<file path="config.mk">
export PLATFORM = sky130hd
export DESIGN_NAME = lv_owt_txn_sched
export DESIGN_NICKNAME = d
export VERILOG_FILES = /design/src/rtl/lv_param.sv /design/src/rtl/lv_owt_rr_arb2.sv /design/src/rtl/lv_owt_txn_sched.sv
export SDC_FILE = /design/constraint.sdc
export NUM_CORES = 1
export LEC_CHECK = 0
export CORE_MARGIN = 2
export CORE_UTILIZATION = 45
export CTS_BUF_LIST = sky130_fd_sc_hd__clkbuf_8
export DETAILED_ROUTE_END_ITERATION = 7
export PLACE_DENSITY = 0.78
export SYNTH_ARGS = -nofsm -noshare
export SYNTH_HDL_FRONTEND = slang
export SYNTH_SLANG_ARGS = --single-unit
</file>
<file path="constraint.sdc">
create_clock -name i_clk -period 3.6 [get_ports i_clk]
set_clock_uncertainty 0.05 [all_clocks]
set_input_delay 0.72 -clock i_clk [delete_from_list [all_inputs] [get_ports i_clk]]
set_output_delay 0.72 -clock i_clk [all_outputs]
set_load 0.02 [all_outputs]
</file>
<file path="src/rtl/lv_param.sv">
// Shared types and helpers for the LV one-wire transaction scheduler.
// FSM states, frame owner enum and counter width helper.
package lv_param;

   typedef enum logic [2:0] {
      ST_IDLE    = 3'd0,
      ST_ARB     = 3'd1,
      ST_SEND    = 3'd2,
      ST_WAIT_TX = 3'd3,
      ST_WAIT_RX = 3'd4,
      ST_DONE    = 3'd5,
      ST_GAP     = 3'd6
   } state_t;

   typedef enum logic {
      SRC_REG = 1'b0,
      SRC_ADC = 1'b1
   } src_t;

   localparam int CMD_W_DEF     = 8;
   localparam int DATA_W_DEF    = 16;
   localparam int POLL_CYC_DEF  = 2000;
   localparam int GAP_CYC_DEF   = 16;
   localparam int RETRY_MAX_DEF = 2;

   // Bits needed to count 0..n-1, never less than one.
   function automatic int cnt_w(input int n);
      return (n < 3) ? 1 : $clog2(n);
   endfunction

endpackage

</file>
<file path="src/rtl/lv_owt_rr_arb2.sv">
// Two-way round-robin arbiter between register port and ADC poll.
// Pointer only moves when both sources contend, toward the loser.
module lv_owt_rr_arb2
   import lv_param::*;
(
   input  logic i_clk,
   input  logic i_rst_n,
   input  logic i_req_reg,
   input  logic i_req_adc,
   input  logic i_take,
   output logic o_vld,
   output src_t o_gnt
);

   src_t ptr_q;
   src_t ptr_d;
   logic both;

   // Grant selection and pointer update for the next contention.
   always_comb begin
      both  = i_req_reg & i_req_adc;
      o_vld = i_req_reg | i_req_adc;
      if (both) begin
         o_gnt = ptr_q;
      end else if (i_req_reg) begin
         o_gnt = SRC_REG;
      end else begin
         o_gnt = SRC_ADC;
      end
      ptr_d = ptr_q;
      if (i_take && both) begin
         ptr_d = (o_gnt == SRC_REG) ? SRC_ADC : SRC_REG;
      end
   end

   // Pointer register, starts favouring the register port.
   always_ff @(posedge i_clk or negedge i_rst_n) begin
      if (!i_rst_n) begin
         ptr_q <= SRC_REG;
      end else begin
         ptr_q <= ptr_d;
      end
   end

endmodule

</file>
<file path="src/rtl/lv_owt_txn_sched.sv">
// LV-side one-wire transaction scheduler: arbitrates register and
// ADC-poll traffic onto one OWT link, one frame in flight, with retry.
module lv_owt_txn_sched
   import lv_param::*;
#(
   parameter int               CMD_W     = CMD_W_DEF,
   parameter int               DATA_W    = DATA_W_DEF,
   parameter logic [CMD_W-1:0] ADC_CMD   = CMD_W'(8'h1f),
   parameter int               POLL_CYC  = POLL_CYC_DEF,
   parameter int               GAP_CYC   = GAP_CYC_DEF,
   parameter int               RETRY_MAX = RETRY_MAX_DEF
) (
   input  logic              i_clk,
   input  logic              i_rst_n,
   input  logic              i_reg_req,
   input  logic [CMD_W-1:0]  i_reg_cmd,
   input  logic [DATA_W-1:0] i_reg_wdata,
   output logic              o_reg_ack,
   output logic [DATA_W-1:0] o_reg_rdata,
   output logic              o_reg_err,
   input  logic              i_adc_poll_en,
   output logic              o_adc_vld,
   output logic [DATA_W-1:0] o_adc_data,
   output logic              o_adc_err,
   output logic              o_owt_tx_req,
   output logic [CMD_W-1:0]  o_owt_tx_cmd,
   output logic [DATA_W-1:0] o_owt_tx_data,
   input  logic              i_owt_tx_done,
   output logic [CMD_W-1:0]  o_owt_tx_cmd_lock,
   input  logic              i_owt_rx_ack,
   input  logic              i_owt_rx_status,
   input  logic [DATA_W-1:0] i_owt_rx_data,
   output logic              o_busy
);

   localparam int POLL_W = cnt_w(POLL_CYC);
   localparam int GAP_W  = cnt_w(GAP_CYC);
   localparam int RTY_W  = cnt_w(RETRY_MAX + 1);

   localparam logic [POLL_W-1:0] POLL_LAST = POLL_W'(POLL_CYC - 1);
   localparam logic [GAP_W-1:0]  GAP_LAST  = GAP_W'(GAP_CYC - 1);
   localparam logic [RTY_W-1:0]  RTY_LAST  = RTY_W'(RETRY_MAX);

   state_t             state_q, state_d;
   src_t               src_q, src_d;
   logic [RTY_W-1:0]   retry_q, retry_d;
   logic               rty_pend_q, rty_pend_d;
   logic [GAP_W-1:0]   gap_cnt_q, gap_cnt_d;
   logic [POLL_W-1:0]  tmr_q, tmr_d;
   logic               poll_pend_q, poll_pend_d;
   logic               tx_req_q, tx_req_d;
   logic [CMD_W-1:0]   tx_cmd_q, tx_cmd_d;
   logic [DATA_W-1:0]  tx_data_q, tx_data_d;
   logic [CMD_W-1:0]   cmd_lock_q, cmd_lock_d;
   logic               reg_ack_q, reg_ack_d;
   logic [DATA_W-1:0]  reg_rdata_q, reg_rdata_d;
   logic               reg_err_q, reg_err_d;
   logic               adc_vld_q, adc_vld_d;
   logic [DATA_W-1:0]  adc_data_q, adc_data_d;
   logic               adc_err_q, adc_err_d;
   logic               busy_q, busy_d;

   logic arb_vld;
   logic arb_take;
   src_t arb_gnt;

   lv_owt_rr_arb2 u_arb (
      .i_clk     (i_clk),
      .i_rst_n   (i_rst_n),
      .i_req_reg (i_reg_req),
      .i_req_adc (poll_pend_q),
      .i_take    (arb_take),
      .o_vld     (arb_vld),
      .o_gnt     (arb_gnt)
   );

   // Poll timer, frame sequencing and owner result reporting.
   always_comb begin
      state_d     = state_q;
      src_d       = src_q;
      retry_d     = retry_q;
      rty_pend_d  = rty_pend_q;
      gap_cnt_d   = gap_cnt_q;
      tmr_d       = tmr_q;
      poll_pend_d = poll_pend_q;
      tx_req_d    = 1'b0;
      tx_cmd_d    = tx_cmd_q;
      tx_data_d   = tx_data_q;
      cmd_lock_d  = cmd_lock_q;
      reg_ack_d   = 1'b0;
      reg_rdata_d = reg_rdata_q;
      reg_err_d   = reg_err_q;
      adc_vld_d   = 1'b0;
      adc_data_d  = adc_data_q;
      adc_err_d   = adc_err_q;
      arb_take    = 1'b0;

      if (!i_adc_poll_en) begin
         tmr_d       = '0;
         poll_pend_d = 1'b0;
      end else if (tmr_q == POLL_LAST) begin
         tmr_d       = '0;
         poll_pend_d = 1'b1;
      end else begin
         tmr_d = tmr_q + POLL_W'(1);
      end

      case (state_q)
         ST_IDLE: begin
            if (i_reg_req | poll_pend_q) begin
               state_d = ST_ARB;
            end
         end
         ST_ARB: begin
            if (arb_vld) begin
               arb_take = 1'b1;
               src_d    = arb_gnt;
               if (arb_gnt == SRC_ADC) begin
                  tx_cmd_d    = ADC_CMD;
                  tx_data_d   = '0;
                  poll_pend_d = 1'b0;
               end else begin
                  tx_cmd_d  = i_reg_cmd;
                  tx_data_d = i_reg_wdata;
               end
               cmd_lock_d = tx_cmd_d;
               tx_req_d   = 1'b1;
               state_d    = ST_SEND;
            end else begin
               state_d = ST_IDLE;
            end
         end
         ST_SEND: begin
            state_d = ST_WAIT_TX;
         end
         ST_WAIT_TX: begin
            if (i_owt_tx_done) begin
               state_d = ST_WAIT_RX;
            end
         end
         ST_WAIT_RX: begin
            if (i_owt_rx_ack) begin
               if (i_owt_rx_status && (retry_q < RTY_LAST)) begin
                  retry_d    = retry_q + RTY_W'(1);
                  rty_pend_d = 1'b1;
                  gap_cnt_d  = '0;
                  state_d    = ST_GAP;
               end else begin
                  state_d = ST_DONE;
                  if (src_q == SRC_REG) begin
                     reg_ack_d   = 1'b1;
                     reg_rdata_d = i_owt_rx_data;
                     reg_err_d   = i_owt_rx_status;
                  end else begin
                     adc_vld_d = 1'b1;
                     adc_err_d = i_owt_rx_status;
                     if (!i_owt_rx_status) begin
                        adc_data_d = i_owt_rx_data;
                     end
                  end
               end
            end
         end
         ST_DONE: begin
            retry_d    = '0;
            rty_pend_d = 1'b0;
            gap_cnt_d  = '0;
            state_d    = ST_GAP;
         end
         ST_GAP: begin
            if (gap_cnt_q == GAP_LAST) begin
               if (rty_pend_q) begin
                  rty_pend_d = 1'b0;
                  tx_req_d   = 1'b1;
                  state_d    = ST_SEND;
               end else begin
                  state_d = ST_IDLE;
               end
            end else begin
               gap_cnt_d = gap_cnt_q + GAP_W'(1);
            end
         end
         default: begin
            state_d = ST_IDLE;
         end
      endcase

      busy_d = (state_d != ST_IDLE);
   end

   // All state and registered outputs; async reset aborts any frame.
   always_ff @(posedge i_clk or negedge i_rst_n) begin
      if (!i_rst_n) begin
         state_q     <= ST_IDLE;
         src_q       <= SRC_REG;
         retry_q     <= '0;
         rty_pend_q  <= 1'b0;
         gap_cnt_q   <= '0;
         tmr_q       <= '0;
         poll_pend_q <= 1'b0;
         tx_req_q    <= 1'b0;
         tx_cmd_q    <= '0;
         tx_data_q   <= '0;
         cmd_lock_q  <= '0;
         reg_ack_q   <= 1'b0;
         reg_rdata_q <= '0;
         reg_err_q   <= 1'b0;
         adc_vld_q   <= 1'b0;
         adc_data_q  <= '0;
         adc_err_q   <= 1'b0;
         busy_q      <= 1'b0;
      end else begin
         state_q     <= state_d;
         src_q       <= src_d;
         retry_q     <= retry_d;
         rty_pend_q  <= rty_pend_d;
         gap_cnt_q   <= gap_cnt_d;
         tmr_q       <= tmr_d;
         poll_pend_q <= poll_pend_d;
         tx_req_q    <= tx_req_d;
         tx_cmd_q    <= tx_cmd_d;
         tx_data_q   <= tx_data_d;
         cmd_lock_q  <= cmd_lock_d;
         reg_ack_q   <= reg_ack_d;
         reg_rdata_q <= reg_rdata_d;
         reg_err_q   <= reg_err_d;
         adc_vld_q   <= adc_vld_d;
         adc_data_q  <= adc_data_d;
         adc_err_q   <= adc_err_d;
         busy_q      <= busy_d;
      end
   end

   assign o_reg_ack         = reg_ack_q;
   assign o_reg_rdata       = reg_rdata_q;
   assign o_reg_err         = reg_err_q;
   assign o_adc_vld         = adc_vld_q;
   assign o_adc_data        = adc_data_q;
   assign o_adc_err         = adc_err_q;
   assign o_owt_tx_req      = tx_req_q;
   assign o_owt_tx_cmd      = tx_cmd_q;
   assign o_owt_tx_data     = tx_data_q;
   assign o_owt_tx_cmd_lock = cmd_lock_q;
   assign o_busy            = busy_q;

endmodule
</file>
### Cell sizes after repair, run 1

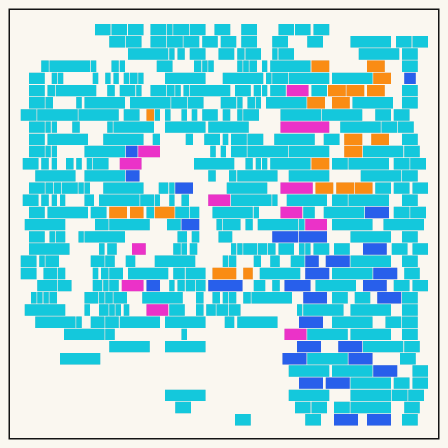
[x3 and x4] blue | cells: 29 | share: 6.7% | most used: mux2_4
[x2] orange | cells: 21 | share: 4.9% | most used: mux2_2
[x6 and larger] magenta | cells: 12 | share: 2.8% | most used: clkbuf_8
[x1 and smaller] cyan | cells: 368 | share: 86% | most used: clkdlybuf4s50_1

### I/O pins on the die edge, run 1

The bar under the picture is 20 um long. Pins as bars across the die edge, other pins in grey.
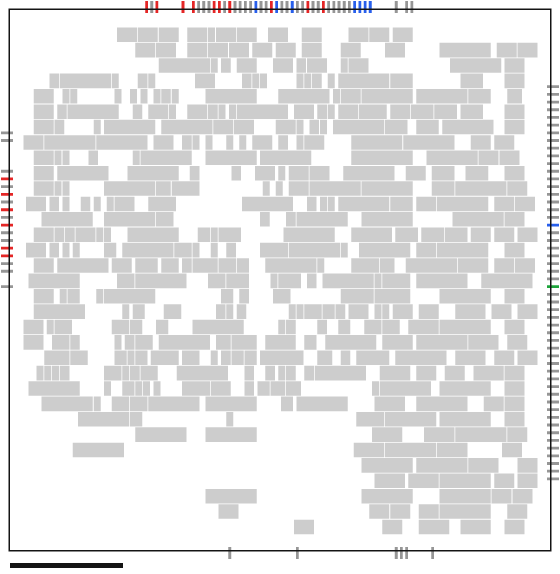
[o_owt_tx_data] red | pins: 16 | direction: output | edge: 10 top, 6 left
[o_adc_err] green | pins: 1 | direction: output | edge: right
[o_owt_tx_cmd_lock] blue | pins: 8 | direction: output | edge: 7 top, 1 right
all pins by edge: 52 right, 42 top, 17 left, 6 bottom
buffers added on ports: 116
die height: 95.5 um

### Placed standard cells, run 1

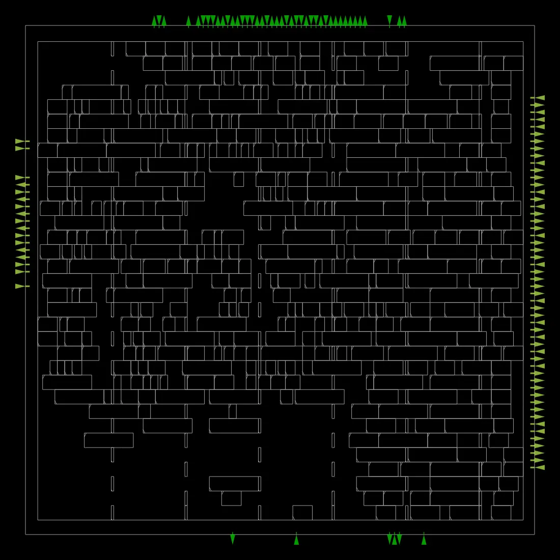
post-route insts no fill: 535
core footprint: 8180 um2
fillers: 664

### Zoomed window, run 1

Window x 62 to 82, y 62 to 82 um. Cells in grey, sequential cells in the stronger grey; small squares are vias.
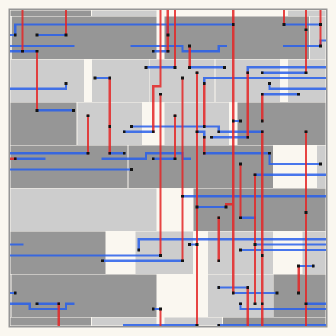
[M2] red
[M1] blue
most frequent: dfrtp_1 (8), mux2_2 (7), clkdlybuf4s50_1 (2)
netlist names of flops here include: o_reg_rdata (5), o_adc_data (3)
sequential cells in the window: 8
cells with their middle in the window: 19

==> impl_metrics.tcl, run 1 <==
# flow metrics
set metrics [dict create \
    total_power_w 0.00415 \
    relSlewSlack 0.307 \
    critPathMaxStageDelay_ns 0.63 \
    gp_congestion 0.780 \
    vias 2686 \
    wl_per_cell_um 14.7 \
    top_logic_kind "simple AND/OR/NAND/NOR gates" \
    simple_gate_share 0.176 \
    finalSetupViolCount 0 \
    cts_buffer_depth 2 \
    cp_data_required_time_ns 2.83 \
    fp_util 0.461 \
    fmax_mhz 465 \
    regArea_um2 2150 \
    ff_type "dfrtp_1" \
    hp-class "flip-flop to flip-flop" \
    start_kind "flip-flop" \
    slew_violations 0 \
    common_cells "86 x dfrtp_1, 59 x nand2_1, 24 x nand3_1" \
    drt_iter0_markers 143 \
    tool_warnings 26 \
    fin_area_um2 5110 \
    comb_share 0.282 \
    rsz0062_at_grt "false" \
    grt_max_degree 87 \
    top_layer "met4" \
    track_usage 0.179 \
    synthesis.area_um2 3770 \
    hold_end "o_owt_tx_data[1]$_DFFE_PN0P_" \
    synth_cell_type_count 49 \
    r2r_end "o_reg_rdata[4]$_DFFE_PN0P_" \
    finalHoldViolations 0 \
    dominant_cells "flip-flops and latches" \
    tns_ns 0 \
    grt_pass1_vias 2652 \
    n_all_buffers 117 \
    yosysSeqAreaShare 0.571 \
    syn2layout_area_growth_pct 35.6 \
    dp_hpwl_um 5590 \
    ys_cells 317 \
    run_status "finished, final reports clean" \
    path_delay_family "buffers and inverters" \
    clk_pin_slew_ns 0.09 \
    edf_count 0 \
    yosysChipArea_um2 3770 \
    ir_drop_mv 0.370 \
    largest_area_cell "dfrtp_1" \
    syn_inst 317 \
    final_util 0.625 \
    die_x_um 95.5 \
    sh_seq_area 0.421 \
    drc 0 \
    topCellsByArea "dfrtp_1 57%, mux2_4 7.2%, nand2_1 5.9%" \
    std_cell_rows 33 \
    die_area_um2 9120 \
    grt_antenna_before_repair 0 \
    met3_length_um 512 \
    worst_ep_arrival_time_ns 1.38 \
    maxCapViolations 0 \
    tritoncts "built" \
    top_area_frac 0.571 \
    powerDensity_nw_per_um2 811 \
    r2r-start "state_q[0]$_DFF_PN0_" \
    comb_cells 206 \
    clock_latency_ns 0.34 \
    holdPathStages 2 \
    seq_cell_count 86 \
    gr-total-overflow 0 \
    worst_slew_pin_slew_ns 1.04 \
    place_ws_ns 1.13 \
    holdBufCountCts 0 \
    ys_sh_xor 0.0232 \
    via_per_inst 5.02 \
    period_used_share 0.597 \
    crit_end "o_owt_tx_cmd[7]" \
    leakagePower_nw 2.35 \
    cts.sinks 86 \
    ys_warn_count 0 \
    n_antenna_cell 0 \
    cts_buffers 9 \
    crit_fanout 3 \
    mi_logic_area_um2 1440 \
]
==> run 1: where the power goes <==
| group | leakage [nW] | internal (W) | switching [W] |
|---|---|---|---|
| Combinational | 1.11 | 0.000971 | 0.000896 |
| Clock | 0.105 | 0.000323 | 0.000342 |
| Sequential | 1.14 | 0.00133 | 0.000285 |
==> run 1: per-layer routing <==
layer,up-vias,GRT usage
met4,0,0.0607
met1,1313,0.232
li1,1288,-
met2,76,0.295
met3,9,0.0443
met5,-,0
==> run 1: layout by cell type, fill, tap and decap left out, types with 6 or more instances in the layout <==
cell type,synthesis,final
mux2_2,15,15
nand3_1,24,24
clkbuf_8,0,9
dfrtp_1,86,86
nor2_1,14,14
clkdlybuf4s50_1,0,115
mux2_4,18,18
inv_1,5,6
nand2_1,59,59
o21ai_0,12,12
### Local utilization, run 1

10 x 10 tiles, from white (low) to dark blue (high), 0 to 100% covered.
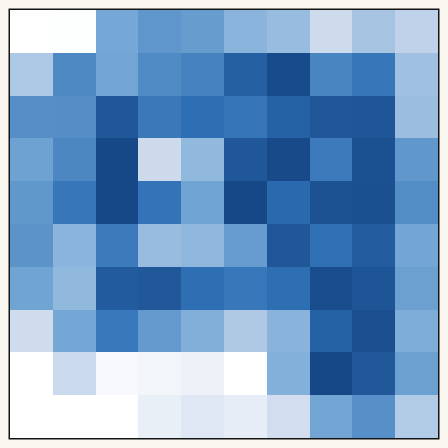

## Run 2: what changed since run 1
==> constraint.sdc (replaced) <==
create_clock -name i_clk -period 2 [get_ports i_clk]
set_clock_uncertainty 0.05 [all_clocks]
set_input_delay 0.4 -clock i_clk [delete_from_list [all_inputs] [get_ports i_clk]]
set_output_delay 0.4 -clock i_clk [all_outputs]
set_load 0.02 [all_outputs]
### Local utilization, run 2

10 x 10 tiles, from white (low) to dark blue (high), 0 to 100% covered.
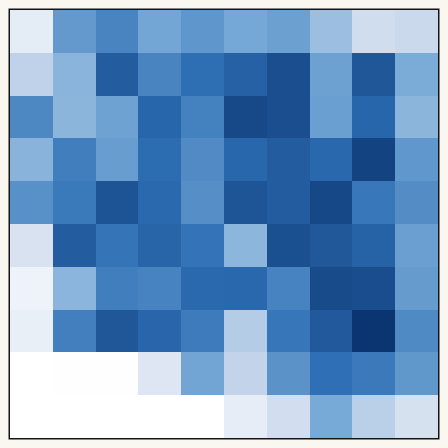
fullest tile: 98%
tiles over 75% full: 31%
emptiest ninth of the die: lower left
mean over tiles: 56%

==> impl_metrics.tcl, run 2 <==
# flow metrics
set metrics [dict create \
    vias 2771 \
    cts_buffers 9 \
    n_antenna_cell 0 \
    synth_cell_type_count 49 \
    p_int_w 0.00495 \
    lay_top_cells "115 x clkdlybuf4s50_1, 86 x dfrtp_1, 59 x nand2_1, 24 x nand3_1, 18 x mux2_4" \
    track_usage 0.178 \
    run_status "finished, final reports clean" \
    common_cells "86 x dfrtp_1, 59 x nand2_1, 24 x nand3_1" \
    rsz0062_at_grt "false" \
    holdPathStages 2 \
    fin_cells 549 \
    grt_util_met2 0.282 \
    hold_end "o_owt_tx_data[10]$_DFFE_PN0P_" \
    slew_violations 0 \
    die_x_um 95.5 \
    core-area_um2 8180 \
    drc 0 \
    topCellsByArea "dfrtp_1 57%, mux2_4 7.2%, nand2_1 5.9%" \
    r2r-start "state_q[1]$_DFF_PN0_" \
    finalHoldViolations 0 \
    cts_buffer_depth 2 \
    met3_length_um 528 \
    period_used_share 0.906 \
    synthesis.area_um2 3770 \
    r2r_end "o_owt_tx_cmd_lock[3]$_DFFE_PN0P_" \
    place_ws_ns -0.00529 \
    clk_pin_slew_ns 0.09 \
    gr-total-overflow 0 \
    grt_antenna_before_repair 0 \
    grt_pass1_vias 2620 \
    crit_fanout 3 \
    ff_type "dfrtp_1" \
    drt_iter0_markers 82 \
    clkPwrFrac 0.174 \
    tritoncts "built" \
    dp_hpwl_um 5930 \
    critPathMaxStageDelay_ns 0.63 \
    gp_congestion 0.810 \
    fmax_mhz 552 \
    lay_top_count "clkdlybuf4s50_1" \
    power_frac_comb 0.458 \
    n_fill_cell 652 \
    crit_end "o_owt_tx_cmd[3]" \
    tns_ns 0 \
    busiest_layer "met2" \
    wl_per_cell_um 14.8 \
    relSlewSlack 0.641 \
    cp_data_required_time_ns 1.55 \
    std_cell_rows 33 \
    grt_use_met3 0.0395 \
    largest_area_cell "dfrtp_1" \
    clock_latency_ns 0.34 \
    hp-class "flip-flop to flip-flop" \
    powerDensity_nw_per_um2 1460 \
    die_height_um 95.5 \
    top_area_frac 0.571 \
    die_area_um2 9120 \
    path_delay_family "buffers and inverters" \
    maxCapViolations 0 \
    syn_inst 317 \
    leakagePower_nw 2.44 \
    switchingPower_w 0.00276 \
]
### Zoomed window, run 2

Window x 62 to 82, y 62 to 82 um. Cells in grey, sequential cells in the stronger grey; small squares are vias.
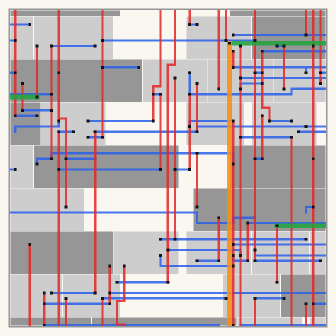

==> run 2: cell counts after synthesis <==
Identical to the previous run, type by type.
==> run 2: layout make-up <==
type,instances,area (um2),area share
Inverter,5,18.8,0.00356
Clock buffer,10,138,0.0261
Sequential cell,86,2150,0.408
Multi-Input combinational cell,206,1440,0.273
Timing Repair Buffer,131,1310,0.248
Tap cell,105,131,0.0249
Clock inverter,6,85.1,0.0161
==> run 2: power by group through the flow <==
stage / registers [W] / logic (W) / clock network [W]
2_1_floorplan: 0.00349 / 0.00131 / 0
3_3_place_gp: 0.00285 / 0.00346 / 0
3_5_place_dp: 0.00288 / 0.00355 / 0
4_1_cts: 0.00285 / 0.00356 / 0.00138
5_1_grt: 0.00292 / 0.00379 / 0.00146
6_report: 0.00284 / 0.00353 / 0.00134
No activity file was given, so power comes from the tool's default toggle rates.
